congestion_map.png
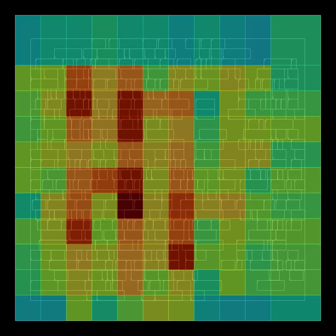
m2.png
Scale bar: 20 um.
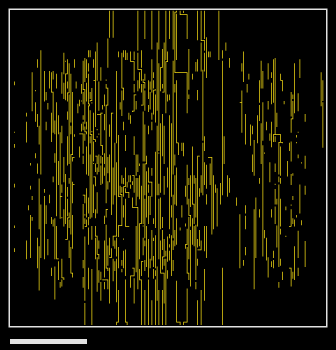
==> config.mk <==
export PLATFORM = sky130hd
export DESIGN_NAME = fetch_unit
export DESIGN_NICKNAME = d
export VERILOG_FILES = /design/src/rtl/fetch_unit_pkg.sv /design/src/rtl/fetch_prefetch_buf.sv /design/src/rtl/fetch_unit.sv
export SDC_FILE = /design/constraint.sdc
export NUM_CORES = 1
export LEC_CHECK = 0
export CORE_MARGIN = 4
export CORE_UTILIZATION = 45
export DETAILED_ROUTE_END_ITERATION = 8
export GPL_ROUTABILITY_DRIVEN = 1
export HOLD_SLACK_MARGIN = 0.12
export PLACE_DENSITY = 0.85
export SLEW_MARGIN = 0
export SYNTH_ARGS = -nofsm -noshare
export SYNTH_HDL_FRONTEND = slang
export SYNTH_SLANG_ARGS = --single-unit
==> constraint.sdc <==
create_clock -name i_clock -period 2.28 [get_ports i_clock]
set_clock_uncertainty 0.2 [all_clocks]
set_input_delay 0.684 -clock i_clock [delete_from_list [all_inputs] [get_ports i_clock]]
set_output_delay 0.684 -clock i_clock [all_outputs]
set_load 0.05 [all_outputs]
==> src/rtl/fetch_unit_pkg.sv <==
// Shared types for the instruction fetch stage: FSM state encoding and default widths.
package fetch_unit_pkg;

    localparam int DEF_ADDR_W = 16;
    localparam int DEF_DATA_W = 16;

    typedef enum logic [1:0] {
        FETCH_IDLE = 2'd0,
        FETCH_REQ  = 2'd1,
        FETCH_LOAD = 2'd2
    } fetch_state_t;

endpackage

==> src/rtl/fetch_prefetch_buf.sv <==
// One-entry prefetch buffer (word, address, valid) with fill / consume / flush.
// Only built when FETCH_PREFETCH_EN is defined.
`ifdef FETCH_PREFETCH_EN
module fetch_prefetch_buf
    import fetch_unit_pkg::*;
#(
    parameter int ADDR_W = DEF_ADDR_W,
    parameter int DATA_W = DEF_DATA_W
) (
    input  logic              i_clock,
    input  logic              i_reset_n,
    input  logic              i_fill,
    input  logic [DATA_W-1:0] i_fill_word,
    input  logic [ADDR_W-1:0] i_fill_addr,
    input  logic              i_consume,
    input  logic              i_flush,
    output logic              o_valid,
    output logic [DATA_W-1:0] o_word,
    output logic [ADDR_W-1:0] o_addr
);
    logic              r_valid;
    logic [DATA_W-1:0] r_word;
    logic [ADDR_W-1:0] r_addr;

    always_ff @(posedge i_clock) begin
        if (!i_reset_n) begin
            r_valid <= 1'b0;
        end else if (i_flush || i_consume) begin
            r_valid <= 1'b0;
        end else if (i_fill) begin
            r_valid <= 1'b1;
        end
    end

    always_ff @(posedge i_clock) begin
        if (i_fill) begin
            r_word <= i_fill_word;
            r_addr <= i_fill_addr;
        end
    end

    assign o_valid = r_valid;
    assign o_word  = r_word;
    assign o_addr  = r_addr;
endmodule
`endif

==> src/rtl/fetch_unit.sv <==
// Instruction fetch stage: owns the PC, runs a req/ack memory read, strobes the IR.
// Define FETCH_PREFETCH_EN to add a one-entry background prefetch buffer.
module fetch_unit
    import fetch_unit_pkg::*;
#(
    parameter int                ADDR_W   = DEF_ADDR_W,
    parameter int                DATA_W   = DEF_DATA_W,
    parameter logic [ADDR_W-1:0] RESET_PC = '0
) (
    input  logic              i_clock,
    input  logic              i_reset_n,
    input  logic              i_fetch_start,
    input  logic              i_jump_en,
    input  logic [ADDR_W-1:0] i_jump_addr,
    output logic [ADDR_W-1:0] o_mem_addr,
    output logic              o_mem_rd_req,
    input  logic              i_mem_ack,
    input  logic [DATA_W-1:0] i_mem_rdata,
    output logic [DATA_W-1:0] o_ir_data,
    output logic              o_ir_load,
    output logic              o_busy,
    output logic [ADDR_W-1:0] o_pc_out
);
    fetch_state_t      r_state;
    logic [ADDR_W-1:0] r_pc;
    logic [ADDR_W-1:0] r_mem_addr;
    logic              r_mem_rd_req;
    logic              r_ir_load;
    logic [DATA_W-1:0] r_ir_data;
    logic [ADDR_W-1:0] w_target;
    logic [ADDR_W-1:0] w_addr_inc;
    logic              w_req_done;

    assign w_target   = i_jump_en ? i_jump_addr : r_pc;
    assign w_addr_inc = r_mem_addr + ADDR_W'(1);

`ifdef FETCH_PREFETCH_EN
    // r_bg_req: background read outstanding while IDLE; r_stale: its ack must be dropped.
    logic              r_bg_req;
    logic              r_stale;
    logic              w_buf_valid;
    logic              w_buf_fill;
    logic              w_buf_consume;
    logic              w_buf_flush;
    logic              w_pf_hit;
    logic              w_bg_pending;
    logic [DATA_W-1:0] w_buf_word;
    logic [ADDR_W-1:0] w_buf_addr;
    logic [ADDR_W-1:0] w_buf_inc;

    assign w_pf_hit      = w_buf_valid && (w_buf_addr == r_pc) && !i_jump_en;
    assign w_bg_pending  = r_bg_req && !i_mem_ack;
    assign w_buf_fill    = (r_state == FETCH_IDLE) && r_bg_req && !r_stale && i_mem_ack
                           && !i_fetch_start && !i_jump_en;
    assign w_buf_consume = (r_state == FETCH_IDLE) && i_fetch_start && w_pf_hit;
    assign w_buf_flush   = (r_state == FETCH_IDLE) && i_jump_en;
    assign w_buf_inc     = w_buf_addr + ADDR_W'(1);
    assign w_req_done    = i_mem_ack && !r_stale;

    fetch_prefetch_buf #(
        .ADDR_W (ADDR_W),
        .DATA_W (DATA_W)
    ) u_pf_buf (
        .i_clock     (i_clock),
        .i_reset_n   (i_reset_n),
        .i_fill      (w_buf_fill),
        .i_fill_word (i_mem_rdata),
        .i_fill_addr (r_mem_addr),
        .i_consume   (w_buf_consume),
        .i_flush     (w_buf_flush),
        .o_valid     (w_buf_valid),
        .o_word      (w_buf_word),
        .o_addr      (w_buf_addr)
    );
`else
    assign w_req_done = i_mem_ack;
`endif

    always_ff @(posedge i_clock) begin
        if (!i_reset_n) begin
            r_state      <= FETCH_IDLE;
            r_pc         <= RESET_PC;
            r_mem_addr   <= RESET_PC;
            r_mem_rd_req <= 1'b0;
            r_ir_load    <= 1'b0;
            r_ir_data    <= '0;
`ifdef FETCH_PREFETCH_EN
            r_bg_req     <= 1'b0;
            r_stale      <= 1'b0;
`endif
        end else begin
            r_ir_load <= 1'b0;
            case (r_state)
                FETCH_IDLE: begin
`ifdef FETCH_PREFETCH_EN
                    if (i_fetch_start) begin
                        if (w_pf_hit) begin
                            r_ir_data <= w_buf_word;
                            r_pc      <= w_buf_inc;
                            r_ir_load <= 1'b1;
                            r_state   <= FETCH_LOAD;
                        end else if (r_bg_req && !r_stale && !i_jump_en && i_mem_ack) begin
                            r_ir_data    <= i_mem_rdata;
                            r_pc         <= w_addr_inc;
                            r_mem_rd_req <= 1'b0;
                            r_bg_req     <= 1'b0;
                            r_ir_load    <= 1'b1;
                            r_state      <= FETCH_LOAD;
                        end else begin
                            r_state      <= FETCH_REQ;
                            r_mem_rd_req <= 1'b1;
                            r_bg_req     <= 1'b0;
                            r_pc         <= w_target;
                            // A still-open read to the wrong address must complete before reissue.
                            if (w_bg_pending && (i_jump_en || r_stale)) begin
                                r_stale <= 1'b1;
                            end else begin
                                r_stale <= 1'b0;
                                if (!w_bg_pending) r_mem_addr <= w_target;
                            end
                        end
                    end else begin
                        r_pc <= w_target;
                        if (r_bg_req && i_mem_ack) begin
                            r_bg_req     <= 1'b0;
                            r_mem_rd_req <= 1'b0;
                            r_stale      <= 1'b0;
                        end else if (i_jump_en && r_bg_req) begin
                            r_stale <= 1'b1;
                        end
                    end
`else
                    r_pc <= w_target;
                    if (i_fetch_start) begin
                        r_state      <= FETCH_REQ;
                        r_mem_rd_req <= 1'b1;
                        r_mem_addr   <= w_target;
                    end
`endif
                end
                FETCH_REQ: begin
                    if (w_req_done) begin
                        r_ir_data    <= i_mem_rdata;
                        r_pc         <= w_addr_inc;
                        r_mem_rd_req <= 1'b0;
                        r_ir_load    <= 1'b1;
                        r_state      <= FETCH_LOAD;
                    end
`ifdef FETCH_PREFETCH_EN
                    if (i_mem_ack && r_stale) begin
                        r_stale    <= 1'b0;
                        r_mem_addr <= r_pc;
                    end
`endif
                end
                FETCH_LOAD: begin
                    r_state <= FETCH_IDLE;
`ifdef FETCH_PREFETCH_EN
                    r_mem_rd_req <= 1'b1;
                    r_bg_req     <= 1'b1;
                    r_stale      <= 1'b0;
                    r_mem_addr   <= r_pc;
`endif
                end
                default: r_state <= FETCH_IDLE;
            endcase
        end
    end

    assign o_mem_addr   = r_mem_addr;
    assign o_mem_rd_req = r_mem_rd_req;
    assign o_ir_data    = r_ir_data;
    assign o_ir_load    = r_ir_load;
    assign o_busy       = (r_state != FETCH_IDLE);
    assign o_pc_out     = r_pc;
endmodule

==> summary.txt <==
run metrics: CP arrival=2130 ps, Power Clock=around 0.68 mW, Yosys top cell by area=dfxtp_1, sw power=~0.8 mW, top cells by instance count after synthesis=65 x nand2_1, 52 x dfxtp_1, 17 x a21boi_0, Final Hold Vio Count=0, Top Layout Cells=65 x nand2_1, 60 x buf_4, 52 x dfxtp_1, mapped cell area=approximately 2500 sq um, via count=between 2000 and 2500, CTS resizes=0, DR DRC count=0, CTS H-tree lvls=2, Highest Clock Rate=466.0 MHz, CTS tree=done, Placed Instance Area=around 3500 sq um, gp weighted congestion=0.8049, clock period minus worst slack=roughly 2100 ps, WHS Path Cells=2, total of max-cap violations=0, met2 wire len=about 3300 um, Startpoint Class=primary input, slowest stage delay, CP=around 540 ps, post-layout util=around 68%, layout buffer count excluding clock buffers=104, run status=finished clean, most instantiated logic cell after routing=nand2_1, largest power group=sequential cells, Final Slew Violations=0, Internal=roughly 1.7 mW, Final #Nets=just over 400, Pwr Total=roughly 2.5 mW, Layout Cells excl Fill=444, CTS clk-pin slew, worst paths=approximately 90 ps, fp_density=approximately 48%, MUX area fraction=under 10%, gr ovfl total=0, post-route setup slack=approximately 130 ps, Yosys Instances=283, final setup fails=0, ant diodes=0, Synth flops=52
Notes on congestion_map.png above:
GRT Total Usage: 21.58%
grt met3 use: 6.074%

Notes on m2.png above:
share of all routed wire	48%
wire length on this layer	3310 um
longest straight run	35.0 um

Power and IR drop assume default switching activity.
